**config.mk**
```make
export PLATFORM = sky130hd
export DESIGN_NAME = seq_detect_mealy_param
export DESIGN_NICKNAME = d
export VERILOG_FILES = /design/src/rtl/seq_det_pkg.sv /design/src/rtl/seq_match_counter.sv /design/src/rtl/seq_detect_mealy_param.sv
export SDC_FILE = /design/constraint.sdc
export NUM_CORES = 1
export LEC_CHECK = 0
export ABC_AREA = 1
export CORE_AREA = 2 2 39 41
export CTS_CLUSTER_DIAMETER = 120
export DETAILED_ROUTE_END_ITERATION = 7
export DIE_AREA = 0 0 41 43
export DONT_BUFFER_PORTS = 1
export SLEW_MARGIN = 25
export SYNTH_ARGS = -nofsm -noshare
export SYNTH_HDL_FRONTEND = slang
export SYNTH_SLANG_ARGS = --single-unit
```
**constraint.sdc**
```tcl
create_clock -name clk -period 3 [get_ports clk]
set_input_delay 0.3 -clock clk [delete_from_list [all_inputs] [get_ports clk]]
set_output_delay 0.3 -clock clk [all_outputs]
set_load 0.005 [all_outputs]
```
**src/rtl/seq_det_pkg.sv**
```systemverilog
// -----------------------------------------------------------------------------
// seq_det_pkg
// Shared constants and elaboration-time helpers for the parametrised Mealy
// sequence detector.
//
// Contents:
//   MAX_PAT_W  - widest pattern the detector supports (16 bits)
//   prefix_len - KMP prefix value: the length of the longest proper prefix of
//                the first k pattern bits that is also a suffix of those bits
//   fallback   - the state reached after a mismatch in state k on a given bit
//
// Pattern bit numbering in these helpers: position 0 is the first bit
// received, which is pattern[width-1].
// -----------------------------------------------------------------------------
package seq_det_pkg;

   localparam int MAX_PAT_W = 16;

   // Longest proper prefix of the first k pattern bits that is also a suffix
   // of those same k bits. The search runs from the longest candidate down, so
   // the first hit is the answer.
   function automatic int prefix_len(input logic [MAX_PAT_W-1:0] pattern,
                                     input int width,
                                     input int k);
      int   res;
      logic ok;
      res = 0;
      for (int len = MAX_PAT_W - 1; len >= 1; len--) begin
         if (res == 0 && len < k) begin
            ok = 1'b1;
            for (int i = 0; i < MAX_PAT_W; i++) begin
               if (i < len) begin
                  if (pattern[width-1-i] != pattern[width-1-(k-len+i)])
                     ok = 1'b0;
               end
            end
            if (ok) res = len;
         end
      end
      return res;
   endfunction

   // The received history in state k is the first k pattern bits followed by
   // b. The result is the longest j <= k for which the last j received bits
   // equal the first j pattern bits, so no partial match is lost.
   function automatic int fallback(input logic [MAX_PAT_W-1:0] pattern,
                                   input int   width,
                                   input int   k,
                                   input logic b);
      int   res;
      int   pos;
      logic ok;
      logic s_bit;
      res = 0;
      for (int j = MAX_PAT_W; j >= 1; j--) begin
         if (res == 0 && j <= k) begin
            ok = 1'b1;
            for (int i = 0; i < MAX_PAT_W; i++) begin
               if (i < j) begin
                  pos = k - j + 1 + i;
                  if (pos == k) s_bit = b;
                  else          s_bit = pattern[width-1-pos];
                  if (s_bit != pattern[width-1-i]) ok = 1'b0;
               end
            end
            if (ok) res = j;
         end
      end
      return res;
   endfunction

endpackage

```
**src/rtl/seq_match_counter.sv**
```systemverilog
// -----------------------------------------------------------------------------
// seq_match_counter
// Saturating match counter with synchronous clear. A clear that coincides
// with a match leaves the count at 1, so that match is not lost.
//
// Ports:
//   clk      in   clock, rising edge
//   reset_n  in   synchronous active-low reset
//   inc      in   count one match on this edge
//   clr      in   synchronous clear
//   cnt      out  CNT_W-bit match count, sticks at all ones
//   sat      out  high while cnt is all ones
// -----------------------------------------------------------------------------
module seq_match_counter #(
   parameter int CNT_W = 8
) (
   input  logic             clk,
   input  logic             reset_n,
   input  logic             inc,
   input  logic             clr,
   output logic [CNT_W-1:0] cnt,
   output logic             sat
);

   assign sat = &cnt;

   always_ff @(posedge clk) begin
      if (!reset_n) begin
         cnt <= '0;
      end else if (clr) begin
         cnt <= inc ? CNT_W'(1) : '0;
      end else if (inc && !sat) begin
         cnt <= cnt + CNT_W'(1);
      end
   end

endmodule

```
**src/rtl/seq_detect_mealy_param.sv**
```systemverilog
// -----------------------------------------------------------------------------
// seq_detect_mealy_param
// Mealy detector for an arbitrary PAT_W-bit serial pattern, with overlapping
// or non-overlapping detection. Mismatches fall back through a KMP-derived
// table built at elaboration time, so partial matches survive a wrong bit.
//
// Build option:
//   SEQ_DET_COUNT_EN  defined   -> saturating match counter, cnt_clr, cnt_sat
//                     undefined -> match_cnt and cnt_sat tied to 0,
//                                  cnt_clr ignored
//
// Ports:
//   clk        in   clock, rising edge
//   reset_n    in   synchronous active-low reset
//   in_valid   in   in_bit is consumed only when high
//   in_bit     in   serial data, first bit of the pattern is PATTERN[PAT_W-1]
//   cnt_clr    in   synchronous clear of match_cnt
//   pat_match  out  combinational match pulse, same cycle as the final bit
//   match_cnt  out  CNT_W-bit saturating match count
//   cnt_sat    out  high while match_cnt is all ones
// -----------------------------------------------------------------------------
module seq_detect_mealy_param
   import seq_det_pkg::*;
#(
   parameter int               PAT_W   = 3,
   parameter logic [PAT_W-1:0] PATTERN = 3'b101,
   parameter bit               OVERLAP = 1'b1,
   parameter int               CNT_W   = 8
) (
   input  logic             clk,
   input  logic             reset_n,
   input  logic             in_valid,
   input  logic             in_bit,
   input  logic             cnt_clr,
   output logic             pat_match,
   output logic [CNT_W-1:0] match_cnt,
   output logic             cnt_sat
);

   // State = number of pattern bits matched so far (0..PAT_W-1).
   localparam int SW = (PAT_W > 2) ? $clog2(PAT_W) : 1;
   localparam int NS = 1 << SW;
   localparam logic [MAX_PAT_W-1:0] PAT_EXT = MAX_PAT_W'(PATTERN);
   localparam int PI_FULL = prefix_len(PAT_EXT, PAT_W, PAT_W);
   localparam logic [SW-1:0] LAST = SW'(PAT_W - 1);

   if (PAT_W < 2 || PAT_W > MAX_PAT_W) begin : g_bad_width
      $error("seq_detect_mealy_param: PAT_W must lie in 2..16");
   end

   logic [SW-1:0]          state;
   logic [SW-1:0]          state_nxt;
   logic [NS-1:0]          exp_tab;
   logic [NS-1:0][SW-1:0]  fb0_tab;
   logic [NS-1:0][SW-1:0]  fb1_tab;
   logic                   exp_bit;

   // Per-state expected bit and mismatch targets; entries beyond PAT_W-1
   // are unreachable and padded so the tables index cleanly by state.
   for (genvar k = 0; k < NS; k++) begin : g_tab
      if (k < PAT_W) begin : g_used
         localparam int F0 = fallback(PAT_EXT, PAT_W, k, 1'b0);
         localparam int F1 = fallback(PAT_EXT, PAT_W, k, 1'b1);
         assign exp_tab[k] = PATTERN[PAT_W-1-k];
         assign fb0_tab[k] = SW'(F0);
         assign fb1_tab[k] = SW'(F1);
      end else begin : g_pad
         assign exp_tab[k] = 1'b0;
         assign fb0_tab[k] = '0;
         assign fb1_tab[k] = '0;
      end
   end

   assign exp_bit = exp_tab[state];

   // State register
   always_ff @(posedge clk) begin
      if (!reset_n) state <= '0;
      else          state <= state_nxt;
   end

   // Next-state logic
   always_comb begin
      state_nxt = state;
      if (in_valid) begin
         if (in_bit == exp_bit) begin
            if (state == LAST) begin
               // Overlapping mode keeps the pattern's border as a fresh
               // partial match; non-overlapping mode starts over.
               state_nxt = OVERLAP ? SW'(PI_FULL) : '0;
            end else begin
               state_nxt = state + SW'(1);
            end
         end else begin
            state_nxt = in_bit ? fb1_tab[state] : fb0_tab[state];
         end
      end
   end

   // Output logic: gated by reset so no pulse escapes while state is forced
   always_comb begin
      pat_match = reset_n & in_valid & (state == LAST) & (in_bit == PATTERN[0]);
   end

`ifdef SEQ_DET_COUNT_EN
   seq_match_counter #(
      .CNT_W (CNT_W)
   ) u_match_counter (
      .clk     (clk),
      .reset_n (reset_n),
      .inc     (pat_match),
      .clr     (cnt_clr),
      .cnt     (match_cnt),
      .sat     (cnt_sat)
   );
`else
   logic unused_cnt_clr;
   assign unused_cnt_clr = cnt_clr;
   assign match_cnt      = '0;
   assign cnt_sat        = 1'b0;
`endif

endmodule

```
Fig. 1: run 1, gate families picked out
Bar = 10 um.
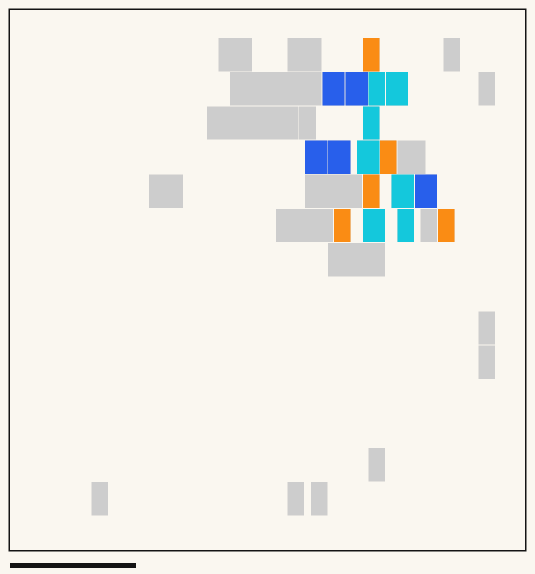
Orange is inverters, cells 5. Cyan is NAND gates, cells 7. Blue is inverting AOI/OAI gates, cells 5.
combinational share of cell area: 57.6%
Commonest Layout Cell: conb_1
Non-Filler Instances: 52

Fig. 2: run 1, wiring by layer
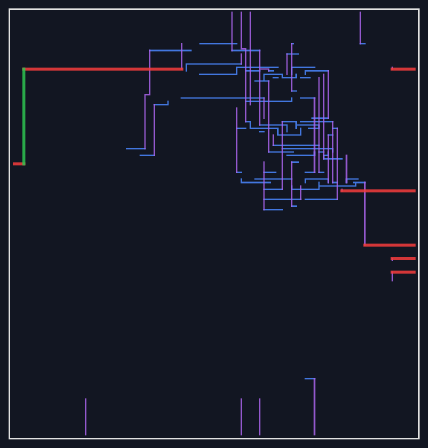
Purple is met2, wire length 171 um. Green is met4, wire length 9.50 um. Blue is met1, wire length 141 um. Red is met3, wire length 35.6 um.
Tot GR Track Use: 5.21%
WL/cell: 6.87 um

Fig. 3: run 1, wiring heat map
8 x 9 tiles, from dark blue (low) to red (high), scaled to the fullest tile. Values are wire area over tile area, all layers added.
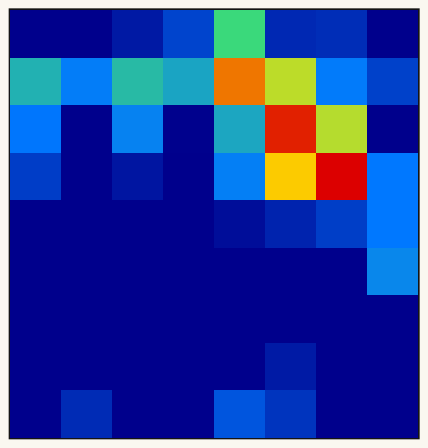
The fullest tile reaches 0.24. 8.3% of the tiles are over half the peak. The mean over all tiles is 0.034. The densest ninth of the die: top middle. 54% of the tiles are nearly empty.
Routed WL: 357 um
via count: 169

run 1: cells by family (layout without fill, tap and decap cells):
kind of cell,after synthesis,count (layout)
other,1,9
AND/OR/NAND/NOR,9,9
flip-flops,2,2
AND-OR/OR-AND,5,5
buffers and inverters,14,8
adder cells (fa/ha/maj),3,3
run 1: synth_stat cells, drive strengths merged:
library cell and number:
dfxtp 2, conb 1, o21ai 3, buf 9
nand2 3, nor2 2, ha 3, nand3 4
a21oi 2, inv 5
run 1: metal layers:
layer / up-vias / track usage [%] / share of wire, %
met5: - / 0 / 0
met4: 0 / 6.00 / 2.5
met3: 2 / 6.28 / 9.8
met2: 6 / 6.25 / 48
met1: 67 / 3.50 / 39
li1: 94 / - / -
run 1: area by class of cell:
type,instances,area (um2),area share (%)
clock buffers,3,22.5,9.42
inverters,5,18.8,7.85
multi-input cells,26,138,57.6
flip-flops and latches,2,40.0,16.8
well taps,16,20.0,8.38
run 1: report_power, final:
part	internal, mW	total [mW]	leakage, nW	switching, mW
registers	0.0289	0.0306	0.0166	0.00165
logic	0.00677	0.0188	0.0907	0.0120
clock network	0.0440	0.0577	0.0138	0.0137
run 1: worst max-delay path by stage:
stage	start	endpoint	slack (ns)	cells past startpoint
2_1_floorplan	state[0]$_SDFFE_PN0P_	pat_match	1.93	4
3_3_place_gp	state[0]$_SDFFE_PN0P_	state[0]$_SDFFE_PN0P_	1.84	5
3_5_place_dp	state[0]$_SDFFE_PN0P_	state[1]$_SDFFE_PN0P_	1.83	5
4_1_cts	state[0]$_SDFFE_PN0P_	pat_match	1.60	4
5_1_grt	state[0]$_SDFFE_PN0P_	pat_match	1.54	4
6_report	state[0]$_SDFFE_PN0P_	pat_match	1.62	4
==> results.py, run 1 <==
# Generated from Yosys and OpenROAD reports
metrics = {
    "logic_synthesis": {
        "ys_sh_xor_pct": 0,
        "yosys_area_um2": 234,
        "aoi_share_pct": 10.7,
        "logic_family": "buffers and inverters",
        "syn_area_um2": 234,
        "yosysTopAreaCellShare_pct": 28.9,
    },
    "placed_design": {
        "gp_congestion": 0.591,
        "placed_cells": 49,
        "dpl.hpwl_um": 298,
    },
    "global_route": {
        "grt_pass1_vias": 162,
        "grt_overflow": 0,
        "antenna_found_initial": 0,
        "grt_pass1_wl_um": 510,
    },
    "layout": {
        "syn_to_final_growth_pct": 2.14,
        "top_regs": "state: 2 flops",
        "finish.utilization_pct": 17.3,
        "fill_cells": 160,
    },
    "worst_setup_path": {
        "r2r_cells": 7,
        "rrSetupSlack_ns": 1.83,
        "reg2reg_to": "state[0]$_SDFFE_PN0P_",
        "cp_top_family": "flip-flops",
        "critical_path_required_ns": 2.70,
        "critical_path.endpoint_type": "primary output",
        "cp_max_fo": 4,
    },
    "sta": {
        "drv_slew": 0,
        "setup_slack_ns": 1.62,
        "max_freq_mhz": 723,
        "min_period_over_period_pct": 46.1,
        "hold_violations": 0,
    },
    "floorplanning": {
        "die_x_um": 41,
        "num_rows": 14,
    },
    "status": {
        "status": "finished, final reports clean",
    },
    "cts": {
        "cts_buffer_depth": 2,
        "cts_resized": 0,
        "cts.sinks": 2,
        "hold_buffers": 0,
    },
}
==> run 2, diff against run 1 <==
==> constraint.sdc (replaced) <==
create_clock -name clk -period 1.1 [get_ports clk]
set_input_delay 0.11 -clock clk [delete_from_list [all_inputs] [get_ports clk]]
set_output_delay 0.11 -clock clk [all_outputs]
set_load 0.005 [all_outputs]
Fig. 4: run 2, clock routing
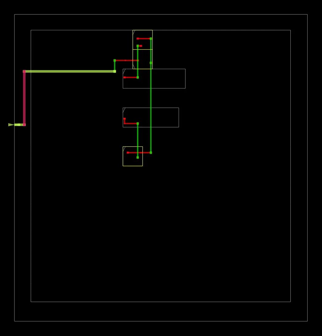
CTS Sinks: 2
Clk. pwr: 0.156 mW
Inserted Clock Buffers: 3
Seq Cell Count: 2

Fig. 5: run 2, wiring by layer
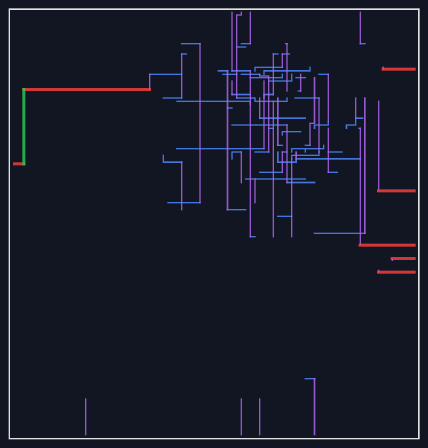
Green is met4, wire length 7.50 um. Blue is met1, wire length 130 um. Purple is met2, wire length 225 um. Red is met3, wire length 31.4 um.
Tot GR Track Use: 5.91%
Routed WL: 393 um

Fig. 6: run 2, gate families picked out
Bar = 10 um.
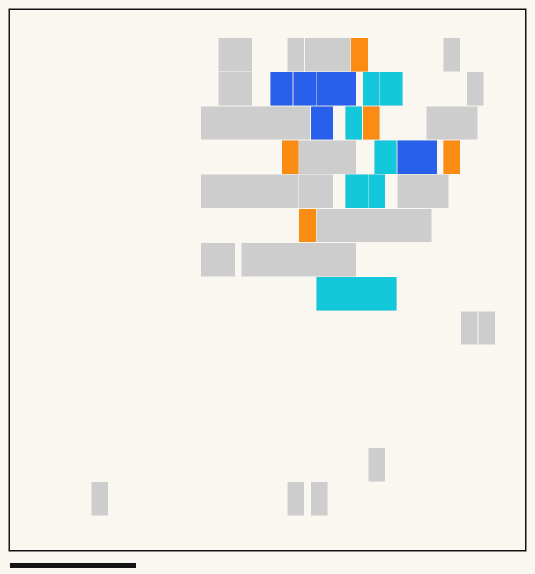
Orange is inverters, cells 5. Blue is inverting AOI/OAI gates, cells 5, where top middle. Cyan is NAND gates, cells 7.
Non-Filler Instances: 54
combinational share of cell area: 61.2%

==> run 2 against run 1 <==
Net effect:
- first-iteration DRC count shrank 100%
- critical path depth did not move
- die area unchanged
- clock power increased to 2.7 times the previous value
- register-to-register slack lost 1.8 ns
- synthesized area unchanged
- setup slack lost 1.6 ns
- combinational power rose to 4.6 times the previous value
- largest power group unchanged
==> results.py, run 2 <==
# Generated from Yosys and OpenROAD reports
metrics = {
    "status": {
        "status": "finished, final reports clean",
    },
    "sta": {
        "setup_slack_ns": 0.0296,
        "fin_hold_ws_ns": 0.0299,
        "hold_violations": 0,
        "min_period_over_period_pct": 97.3,
        "rsz0062_at_grt": "yes",
        "max_freq_mhz": 934,
    },
    "layout": {
        "top_regs": "state: 2 flops",
        "finish.utilization_pct": 23.1,
        "lay_top_count": "conb_1",
        "syn_to_final_growth_pct": 36.4,
    },
    "worst_setup_path": {
        "cp_max_fo": 4,
        "cp_top_family": "flip-flops",
        "critical_path.endpoint_type": "primary output",
        "crit_chain": "inv_2, ha_4, nand3_4, nor2_4",
        "critical_path_required_ns": 0.99,
    },
    "cts": {
        "cts_buffer_depth": 2,
        "cts_tree": "yes",
    },
    "logic_synthesis": {
        "ys_async_sr_fraction_pct": 0,
        "yosysTopAreaCellShare_pct": 28.9,
        "ff_type": "dfxtp_1",
        "ys_sh_xor_pct": 0,
        "yosys_area_um2": 234,
        "logic_family": "buffers and inverters",
        "syn_area_um2": 234,
        "avgSynthCellArea_um2": 6.88,
        "most_common_cell": "buf_4",
        "edf_count": 0,
        "aoi_share_pct": 10.7,
    },
    "detailed_routing": {
        "wl_per_cell_um": 7.28,
        "num_vias": 184,
    },
    "placed_design": {
        "dpl.hpwl_um": 291,
        "placed_cells": 50,
        "gp_congestion": 0.584,
    },
    "floorplanning": {
        "num_rows": 14,
        "die_x_um": 41,
    },
    "global_route": {
        "grt_pass1_wl_um": 593,
        "grt_overflow": 0,
        "antenna_found_initial": 0,
        "grt_pass1_vias": 174,
    },
    "power_and_ir_drop": {
        "clockPowerShare_pct": 47.9,
        "switching_power_mw": 0.0886,
        "p_comb_share_pct": 26.4,
        "seq_power_share_pct": 25.8,
        "intPower_mw": 0.237,
        "p_sw_share_pct": 27.2,
    },
}
run 2: cell counts after synthesis:
Identical to the previous run, type by type.
run 2: final cells by class:
cell class,instances,area [um2]
multi-input cells,26,195
repair buffers,2,17.5
clock buffers,3,22.5
fillers,154,1060
well taps,16,20.0
flip-flops and latches,2,45.0
inverters,5,18.8
run 2: what timing repair did:
| item | CTS | global route |
|---|---|---|
| resized | 7 | 9 |
| hold buffers | 1 | 0 |
| endpoints found under the setup margin | 2 | 3 |
| cloned | 0 | 0 |
| pin swaps | 1 | 5 |
| endpoints found under the hold margin | 1 | 0 |
run 2: logic make-up after synthesis:
logic type,after synthesis
AOI/OAI and AO/OA,5
adders and majority gates,3
buffers and inverters,14
DFF,2
other,1
and+or+nand+nor,9
run 2: per-layer routing:
| metal | up-vias | routed length (um) | track usage (%) |
|---|---|---|---|
| met3 | 2 | 31 | 3.14 |
| met1 | 80 | 130 | 3.82 |
| met5 | - | 0 | 0 |
| met2 | 6 | 224 | 9.06 |
| li1 | 96 | - | - |
| met4 | 0 | 7 | 8.00 |
run 2: power groups by stage:
stage | clock network [mW] | registers, mW | logic [mW]
6_report | 0.156 | 0.0840 | 0.0859
5_1_grt | 0.167 | 0.0848 | 0.0999
4_1_cts | 0.165 | 0.0839 | 0.0681
3_5_place_dp | 0 | 0.0828 | 0.0571
3_3_place_gp | 0 | 0.0827 | 0.0561
2_1_floorplan | 0 | 0.0835 | 0.0672
run 2: final timing paths:
path	slack, ns	start	cells after the start	to
max	0.03	state[0]$_SDFFE_PN0P_	4	pat_match
min reg2reg	0.59	state[1]$_SDFFE_PN0P_	2	state[1]$_SDFFE_PN0P_
max reg2reg	0.06	state[0]$_SDFFE_PN0P_	7	state[0]$_SDFFE_PN0P_
min	0.03	reset_n	2	state[1]$_SDFFE_PN0P_
Power is estimated from default activity; no workload was simulated.
